<file path="config.mk">
export PLATFORM = sky130hd
export DESIGN_NAME = display_mux_scheduler
export DESIGN_NICKNAME = d
export VERILOG_FILES = /design/src/rtl/display_mux_scheduler.sv
export SDC_FILE = /design/constraint.sdc
export NUM_CORES = 1
export LEC_CHECK = 0
export CAP_MARGIN = 10
export CORE_MARGIN = 2
export CORE_UTILIZATION = 59
export DETAILED_ROUTE_END_ITERATION = 10
export PLACE_DENSITY = 0.83
export SYNTH_ARGS = -nofsm -noshare
export SYNTH_HDL_FRONTEND = slang
export SYNTH_SLANG_ARGS = --single-unit
export TNS_END_PERCENT = 5
</file>
<file path="constraint.sdc">
create_clock -name clk -period 4.1 [get_ports clk]
set_input_delay 0.41 -clock clk [delete_from_list [all_inputs] [get_ports clk]]
set_output_delay 0.41 -clock clk [all_outputs]
set_load 0.01 [all_outputs]
</file>
<file path="src/rtl/display_mux_scheduler.sv">
// Dual-digit seven-segment scan controller: per-frame digit latch, blank/dwell sequencing, frame pulse.
// Optional per-frame brightness control when DISPLAY_PWM_EN is defined (adds the duty port).
module display_mux_scheduler #(
    parameter int unsigned DWELL_CYCLES = 48000,
    parameter int unsigned BLANK_CYCLES = 480
) (
    input  logic       clk,
    input  logic       reset,
    input  logic       en,
    input  logic [3:0] s1,
    input  logic [3:0] s2,
`ifdef DISPLAY_PWM_EN
    input  logic [3:0] duty,
`endif
    output logic [3:0] nibble,
    output logic       an0_n,
    output logic       an1_n,
    output logic       frame
);

    localparam int unsigned MAX_CYC    = (DWELL_CYCLES > BLANK_CYCLES) ? DWELL_CYCLES : BLANK_CYCLES;
    localparam int unsigned CW         = $clog2(MAX_CYC + 1);
    localparam int unsigned DWELL_LAST = (DWELL_CYCLES == 0) ? 0 : DWELL_CYCLES - 1;
    localparam int unsigned BLANK_LAST = (BLANK_CYCLES == 0) ? 0 : BLANK_CYCLES - 1;
    localparam bit          HAS_BLANK  = (BLANK_CYCLES != 0);

    typedef enum logic [2:0] {
        IDLE   = 3'd0,
        BLANK0 = 3'd1,
        SHOW0  = 3'd2,
        BLANK1 = 3'd3,
        SHOW1  = 3'd4
    } state_e;

    state_e          state_q, state_d;
    logic [CW-1:0]   cnt_q, cnt_d;
    logic [3:0]      s1_q, s1_d;
    logic [3:0]      s2_q, s2_d;
    logic [3:0]      nibble_d;
    logic            an0_n_d, an1_n_d, frame_d;
    logic            frame_load;
    logic            lit_c;
    logic            blank_done, dwell_done;
`ifdef DISPLAY_PWM_EN
    logic [3:0]      duty_q, duty_d;
`endif

    assign blank_done = (cnt_q == CW'(BLANK_LAST));
    assign dwell_done = (cnt_q == CW'(DWELL_LAST));

    // A new frame starts from IDLE or at the end of the second digit's dwell
    assign frame_load = en && ((state_q == IDLE) || ((state_q == SHOW1) && dwell_done));

    // State register
    always_ff @(posedge clk or negedge reset) begin
        if (!reset) begin
            state_q <= IDLE;
        end else begin
            state_q <= state_d;
        end
    end

    // Next-state and dwell/blank counter
    always_comb begin
        state_d = state_q;
        cnt_d   = '0;
        unique case (state_q)
            IDLE:    state_d = HAS_BLANK ? BLANK0 : SHOW0;
            BLANK0:  if (blank_done) state_d = SHOW0;
            SHOW0:   if (dwell_done) state_d = HAS_BLANK ? BLANK1 : SHOW1;
            BLANK1:  if (blank_done) state_d = SHOW1;
            SHOW1:   if (dwell_done) state_d = HAS_BLANK ? BLANK0 : SHOW0;
            default: state_d = IDLE;
        endcase
        if (!en) begin
            state_d = IDLE;
        end
        if ((state_d == state_q) && (state_d != IDLE)) begin
            cnt_d = cnt_q + CW'(1);
        end
    end

    // Output and latch next values, all derived from the upcoming state
    always_comb begin
        s1_d     = s1_q;
        s2_d     = s2_q;
        nibble_d = nibble;
        frame_d  = frame_load;
`ifdef DISPLAY_PWM_EN
        duty_d   = duty_q;
`endif
        if (frame_load) begin
            s1_d = s1;
            s2_d = s2;
`ifdef DISPLAY_PWM_EN
            duty_d = duty;
`endif
        end

        unique case (state_d)
            BLANK0, SHOW0: nibble_d = frame_load ? s1 : s1_q;
            BLANK1, SHOW1: nibble_d = s2_q;
            default:       nibble_d = nibble;
        endcase

`ifdef DISPLAY_PWM_EN
        lit_c = ((32'(cnt_d) * 32'd15) < (32'(duty_d) * 32'(DWELL_CYCLES)));
`else
        lit_c = 1'b1;
`endif
        an0_n_d = !((state_d == SHOW0) && lit_c);
        an1_n_d = !((state_d == SHOW1) && lit_c);
    end

    // Counter, latched digits and registered outputs
    always_ff @(posedge clk or negedge reset) begin
        if (!reset) begin
            cnt_q  <= '0;
            s1_q   <= '0;
            s2_q   <= '0;
            nibble <= '0;
            an0_n  <= 1'b1;
            an1_n  <= 1'b1;
            frame  <= 1'b0;
`ifdef DISPLAY_PWM_EN
            duty_q <= '0;
`endif
        end else begin
            cnt_q  <= cnt_d;
            s1_q   <= s1_d;
            s2_q   <= s2_d;
            nibble <= nibble_d;
            an0_n  <= an0_n_d;
            an1_n  <= an1_n_d;
            frame  <= frame_d;
`ifdef DISPLAY_PWM_EN
            duty_q <= duty_d;
`endif
        end
    end

endmodule

</file>
==> qor.yml <==
combGateArea_um2: 759
synth_nets: 163
drive_above_1_share: 0.154
start_kind: "flop"
power.share.clock: 0.358
cp_slowest_cell: "nor4_2"
dieWidth_um: 57.1
portBuffers: 17
tool_warnings: 26
status: "completed"
seq_power_share: 0.527
netSwitchingPower_mw: 0.155
syn_area_mm2: 0.00167
clock_buffers: 7
finalHoldViolCount: 0
cp.required_ns: 4.28
final-seq-area_um2: 853
place_congestion: 0.806
fill_cells: 188
ant_nets: 0
grt_overflow: 0
fp-row-count: 19
top_layer_used: "met4"
p_comb_frac: 0.115
wirelength_um: 2990
via_per_inst: 5.50
cp_slowest_stage_delay_ns: 0.50
worstSetupPathType: "reg2reg"
ios: 18
core-area_mm2: 0.00271
finalCritPeriodShare: 0.611
top_power_group: "registers"
ys_area_mm2: 0.00167
finalSetupTns_ns: 0
synthTopLogicFamily: "simple AND/OR/NAND/NOR gates"
ys_sh_simple: 0.198
cp_max_fo: 16
critPathTopFamily: "simple AND/OR/NAND/NOR gates"
placedInstanceArea_mm2: 0.00187
setup_viol: 0
ys.flops: 34
syn_inst: 151
sh_seq_area: 0.437
placement_by_type.png
Scale bar: 20 um. Fill, decap, tap and diode cells in grey.
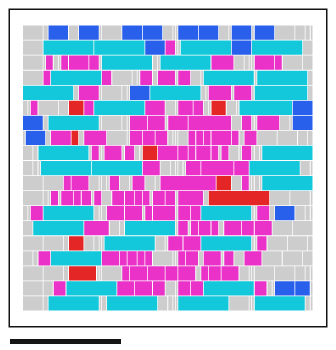
[blue] remaining buffers and delay cells | cells: 18
[red] clock drivers and dummy loads | cells: 8
[cyan] sequential cells | cells: 34
[magenta] combinational and other logic | cells: 115

clocks.png
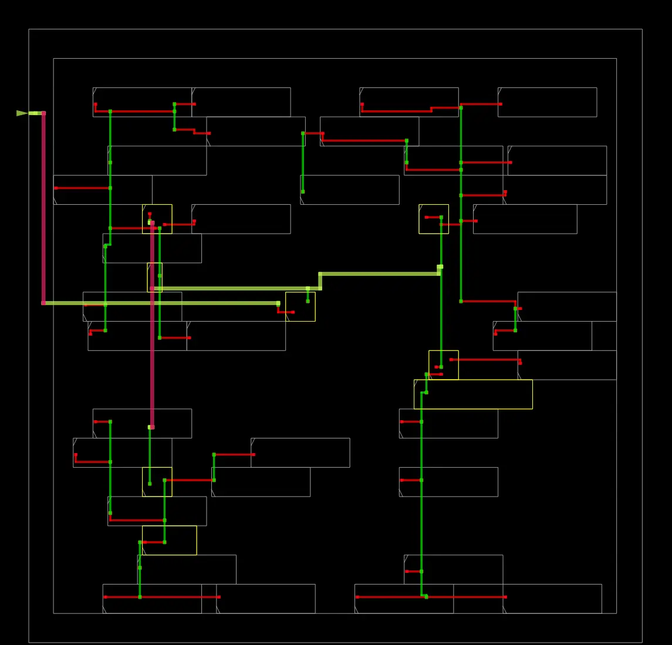
clk sink count: 34
Clock Skew: 0.0135 ns
clk ins delay skew pair: 0.33 ns
CTS buffer count: 5
seq_cells: 34

sizes.png
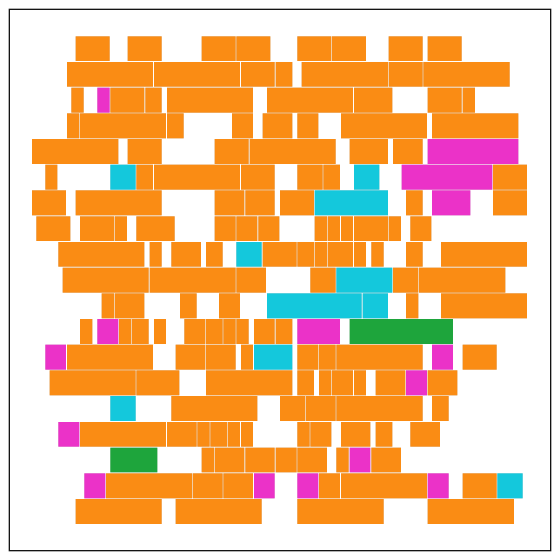
[magenta] _2 cells | cells: 15 | share: 8.6%
[cyan] _3 and _4 cells | cells: 10 | share: 5.7%
[green] _6 and larger | cells: 2 | share: 1.1%
[orange] _0 and _1 cells | cells: 148 | share: 85%

layer_met2.png
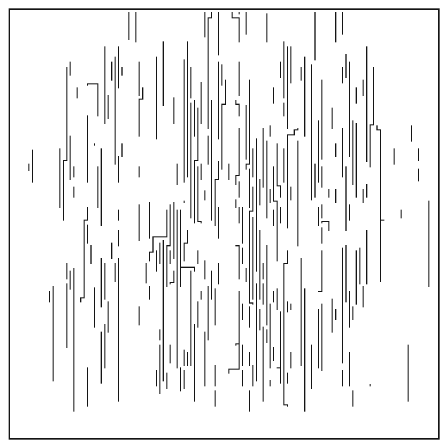
share of all routed wire: 46%
longest straight run: 21.1 um
grt met2 use: 0.302
via count: 1134

